--- config.mk ---
export PLATFORM = sky130hd
export DESIGN_NAME = fetch_ctrl
export DESIGN_NICKNAME = d
export VERILOG_FILES = /design/src/rtl/fetch_ctrl_pkg.sv /design/src/rtl/fetch_ctrl.sv
export SDC_FILE = /design/constraint.sdc
export NUM_CORES = 1
export LEC_CHECK = 0
export CAP_MARGIN = 20
export CORE_MARGIN = 4
export CORE_UTILIZATION = 44
export CTS_CLUSTER_SIZE = 10
export DETAILED_ROUTE_END_ITERATION = 6
export PLACE_DENSITY_LB_ADDON = 0.08
export SLEW_MARGIN = 20
export SYNTH_ARGS = -nofsm -noshare
export SYNTH_HDL_FRONTEND = slang
export SYNTH_SLANG_ARGS = --single-unit
--- constraint.sdc ---
create_clock -name clk_i -period 2.15 [get_ports clk_i]
set_input_delay 0.43 -clock clk_i [delete_from_list [all_inputs] [get_ports clk_i]]
set_output_delay 0.43 -clock clk_i [all_outputs]
set_load 0.05 [all_outputs]
--- src/rtl/fetch_ctrl_pkg.sv ---
// Shared fetch-controller definitions: FSM state encoding, NOP encoding, default reset PC.
package fetch_ctrl_pkg;

  typedef enum logic [1:0] {
    FS_IDLE = 2'd0,
    FS_REQ  = 2'd1,
    FS_WAIT = 2'd2,
    FS_FULL = 2'd3
  } fetch_state_e;

  localparam logic [31:0] NOP_INSTR        = 32'h0000_0013;
  localparam logic [31:0] DEFAULT_RESET_PC = 32'h0000_0000;

  function automatic logic [31:0] pc_inc(input logic [31:0] pc);
    return pc + 32'd4;
  endfunction

endpackage

--- src/rtl/fetch_ctrl.sv ---
// Single-outstanding instruction fetch FSM with redirect/discard handling and a one-entry decode buffer.
// Optional FETCH_MISALIGN_CHK_EN: misaligned redirect targets present a faulting NOP instead of fetching.
module fetch_ctrl
  import fetch_ctrl_pkg::*;
#(
  parameter logic [31:0] RESET_PC = DEFAULT_RESET_PC
) (
  input  logic        clk_i,
  input  logic        rst_ni,
  input  logic        redirect_i,
  input  logic [31:0] target_i,
  output logic        imem_req_o,
  output logic [31:0] imem_addr_o,
  input  logic        imem_gnt_i,
  input  logic        imem_rvalid_i,
  input  logic [31:0] imem_rdata_i,
  output logic        if_valid_o,
  input  logic        id_ready_i,
  output logic [31:0] instr_o,
  output logic [31:0] instr_pc_o,
  output logic        misalign_o
);

  fetch_state_e r_state;
  logic [31:0]  r_pc;
  logic [31:0]  r_instr;
  logic [31:0]  r_instr_pc;
  logic         r_discard;
  logic         r_valid;
  logic         r_misalign;
  logic [31:0]  w_target;
  logic         w_tgt_misaligned;
  logic         w_outstanding;

`ifdef FETCH_MISALIGN_CHK_EN
  assign w_target         = target_i;
  assign w_tgt_misaligned = (target_i[1:0] != 2'b00);
  assign misalign_o       = r_misalign;
`else
  assign w_target         = target_i & 32'hFFFF_FFFC;
  assign w_tgt_misaligned = 1'b0;
  assign misalign_o       = 1'b0;
`endif

  assign imem_req_o  = (r_state == FS_REQ);
  assign imem_addr_o = r_pc;
  assign if_valid_o  = r_valid;
  assign instr_o     = r_instr;
  assign instr_pc_o  = r_instr_pc;

  // A response is still owed to us after this cycle, so a redirect must discard it.
  always_comb begin
    w_outstanding = 1'b0;
    case (r_state)
      FS_REQ:  w_outstanding = imem_gnt_i;
      FS_WAIT: w_outstanding = !imem_rvalid_i;
      default: w_outstanding = r_discard && !imem_rvalid_i;
    endcase
  end

  always_ff @(posedge clk_i or negedge rst_ni) begin
    if (!rst_ni) begin
      r_state    <= FS_IDLE;
      r_pc       <= RESET_PC;
      r_discard  <= 1'b0;
      r_valid    <= 1'b0;
      r_instr    <= 32'h0000_0000;
      r_instr_pc <= 32'h0000_0000;
      r_misalign <= 1'b0;
    end else begin
      if (imem_rvalid_i && r_discard) begin
        r_discard <= 1'b0;
      end
      if (redirect_i) begin
        r_pc      <= w_target;
        r_discard <= w_outstanding;
        if (w_tgt_misaligned) begin
          // Halt on a faulting NOP; only another redirect leaves this.
          r_state    <= FS_FULL;
          r_valid    <= 1'b1;
          r_instr    <= NOP_INSTR;
          r_instr_pc <= w_target;
          r_misalign <= 1'b1;
        end else begin
          r_valid    <= 1'b0;
          r_misalign <= 1'b0;
          r_state    <= w_outstanding ? FS_WAIT : FS_REQ;
        end
      end else begin
        case (r_state)
          FS_IDLE: r_state <= FS_REQ;
          FS_REQ: begin
            if (imem_gnt_i) begin
              r_state <= FS_WAIT;
            end
          end
          FS_WAIT: begin
            if (imem_rvalid_i) begin
              if (r_discard) begin
                r_state <= FS_REQ;
              end else begin
                r_instr    <= imem_rdata_i;
                r_instr_pc <= r_pc;
                r_pc       <= pc_inc(r_pc);
                r_valid    <= 1'b1;
                r_misalign <= 1'b0;
                r_state    <= FS_FULL;
              end
            end
          end
          FS_FULL: begin
            if (id_ready_i && !r_misalign) begin
              r_valid <= 1'b0;
              r_state <= FS_REQ;
            end
          end
          default: begin
            r_valid <= 1'b0;
            r_state <= FS_IDLE;
          end
        endcase
      end
    end
  end

endmodule

Figure 1. Sequential cells coloured by netlist name (run 1).
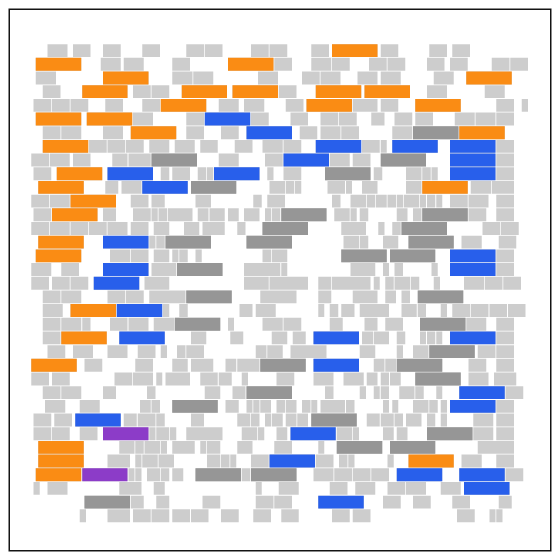
Purple shows r_state, sequential cells 2. Orange shows instr_o, sequential cells 32, where widely spread. Blue shows instr_pc_o, sequential cells 30, where widely spread.
Another 32 sequential cells are not coloured.

Figure 2. Selected gate families (run 1).
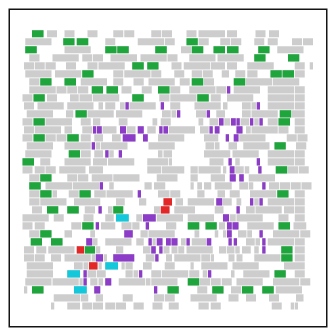
Cyan shows adder and majority cells, cells 4, where south-west. Green shows multiplexers, cells 64, where widely spread. Red shows AND-OR and OR-AND gates, cells 4. Purple shows NAND gates, cells 73.

==> impl.org, run 1 <==
* Implementation run

** Status
- The run finished with clean final reports.

** Setup path
- According to the timing report, the critical path is captured at imem_addr_o[8].
- WP data required :: 1.72 ns
- Critical Path Sink Type :: output pin
- In the setup report, the worst path falls into the class reg -> out.
- For the worst flop-to-flop path, the logic depth is 7.
- Critical path buffer and inverter count :: 1

** Routing
- The first TritonRoute pass finished after 7 iterations.
- Wire length per cell after detailed routing :: 16.1 um
- The routed layout reports a DRC error count of 0.
- After detailed routing, the number of vias per cell comes to 5.03.
- After the first detailed-routing iteration, the DRC count stood at 147.
- Routed length on met1 :: 4.43 mm

** Synth
- The stat command in Yosys gives a chip area of 4340 um2.
- Share of the synthesized netlist area taken by xor and xnor gates :: 0.0504
- Biggest area consumer among synthesized cells :: dfrtp_1
- Dominant kind of combinational cell :: multiplexers

** Final timing
- Worst-margin pin slew :: 0.538 ns

** GRT
- First-pass GRT wire length :: 17.6 mm
- Vias in the first global route :: 3,533
- In the global route stage, met2 resource usage came out at 0.328.
- GR met3 Demand/Resource :: 0.0642

** Finish
- Final cell utilization of the core :: 0.684
- Footprint of the flip-flops and latches :: 2400 um2
- Inverter count of the layout excluding clock inverters :: 5
- Compared with the post-synthesis result, the final layout area differs by 48.2%.

** Power and ir drop
- P_seq :: 2.81 mW
- Part of the total power dissipated in combinational logic :: 0.538
- Switch share :: 0.462
- Clock network fraction of total power :: 0.132

** Clocking
- Depth of the CTS H-tree :: 3
- TritonCTS built the clock tree.
- Clock insertion delay at the later pin of the skew report :: 0.35 ns

** Flow run
- Max-cap viol count :: 0
Figure 3. The metal 2 layer (run 1).
Cells faint in the background.
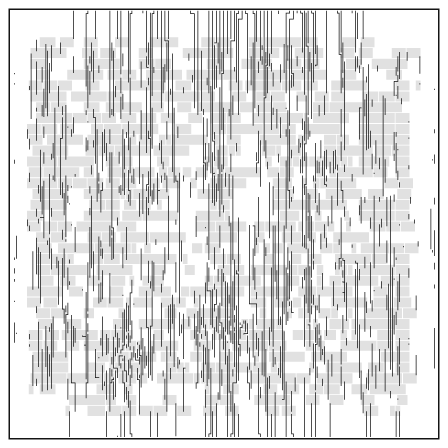
The layer carries 5,360 um of wire. The wires run mostly vertical. The layer holds 50% of the routed length. The longest straight run is 43.5 um.

Figure 4. Signal wires on met3 (run 1).
Scale bar: 20 um.
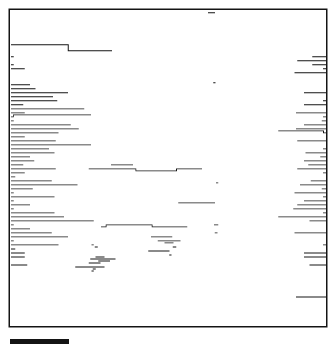
The layer holds 8.6% of the routed length. The wires run mostly horizontal. The longest straight run is 27.8 um. 104 nets have wire on it.

==> run 2: changes to the inputs <==
Settings changed: ABC_CLOCK_PERIOD_IN_PS set to 2150, SKIP_LAST_GASP set to 1.
Figure 5. Routing congestion map (run 2).
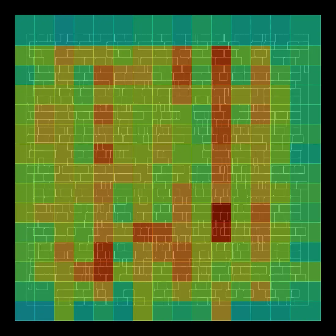
final cell utilization of the core: 0.684
wire length per cell after detailed routing: 16.1 um
GRT Overall Usage: 0.191
peak-usage layer in the global routing report: met2

Figure 6. Signal wires on met3 (run 2).
Scale bar: 20 um.
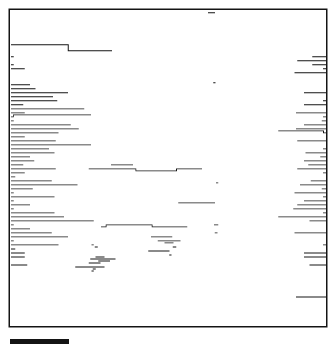
The wires run mostly horizontal. The longest straight run is 27.8 um.

==> run 2 against run 1 <==
  * Largest power group unchanged
  * Flip-flop count stayed put
  * Synthesized area stayed put
  * Synthesized cell count stayed put
  * Sequential share of layout area stayed put
  * Register-to-register slack hardly changed
  * Core utilization stayed put
  * Largest cell class unchanged
  * Critical path type unchanged
  * Final area stayed put
  * Critical endpoint unchanged
  * Fmax stayed put
==> impl.org, run 2 <==
* Implementation run

** Routing
- The detailed-router iteration count before antenna repair was 7 (unchanged).
- Via-to-Cell Ratio :: 5.03 (unchanged)
- The number of DRC markers in iteration 0 was 147 (unchanged).
- The DRC violations left was 0 (unchanged).
- Routed length on met1 :: 4.43 mm (unchanged)

** Die
- The total area inside the core boundary comes to 9420 um2.

** Power and ir drop
- The switching component of the power was reported as 3.94 mW.
- P_seq :: 2.81 mW (about the same)
- Part of the total power dissipated in combinational logic :: 0.538 (about the same)
- Switch share :: 0.462 (unchanged)
- IR analysis of the VDD net gives a maximum drop of 0.977 mV.

** Setup path
- The worst setup path is captured at an output pin.
- End point of the critical path :: imem_addr_o[8]
- The number of cells on the worst reg-to-reg path came to 7 (unchanged).
- The combined buffer and inverter count along the critical path was 1 (unchanged).
- By startpoint and endpoint, the worst setup path is classified as reg -> out.
- WP data required :: 1.72 ns (about the same)

** Final timing
- FMAX :: 0.476 GHz

** Synth
- The chip area from the yosys synthesis statistics came to 4340 um2 (unchanged).
- For reference, the top logic cell family by area is multiplexers.
- Looking at area per cell type in the netlist, the leader is dfrtp_1.

** Clocking
- The number of H-tree levels came to 3 (unchanged).
- TritonCTS built the clock tree.

** Status
- The run finished with clean final reports.

** Finish
- Footprint of the flip-flops and latches :: 2400 um2 (unchanged)
- Area used by multi-input combinational logic :: 1840 um2
- Inverter count of the layout excluding clock inverters :: 5 (unchanged)
- Area grow syn2layout :: 48.2% (unchanged)

** GRT
- Vias in the first global route :: 3,533 (unchanged)
- The first-pass GRT wire length is 17.6 mm (unchanged).
- The met3 demand-to-capacity share in global routing came to 0.0642 (unchanged).
Power figures rest on the tool's default switching activity, not on a simulated workload.
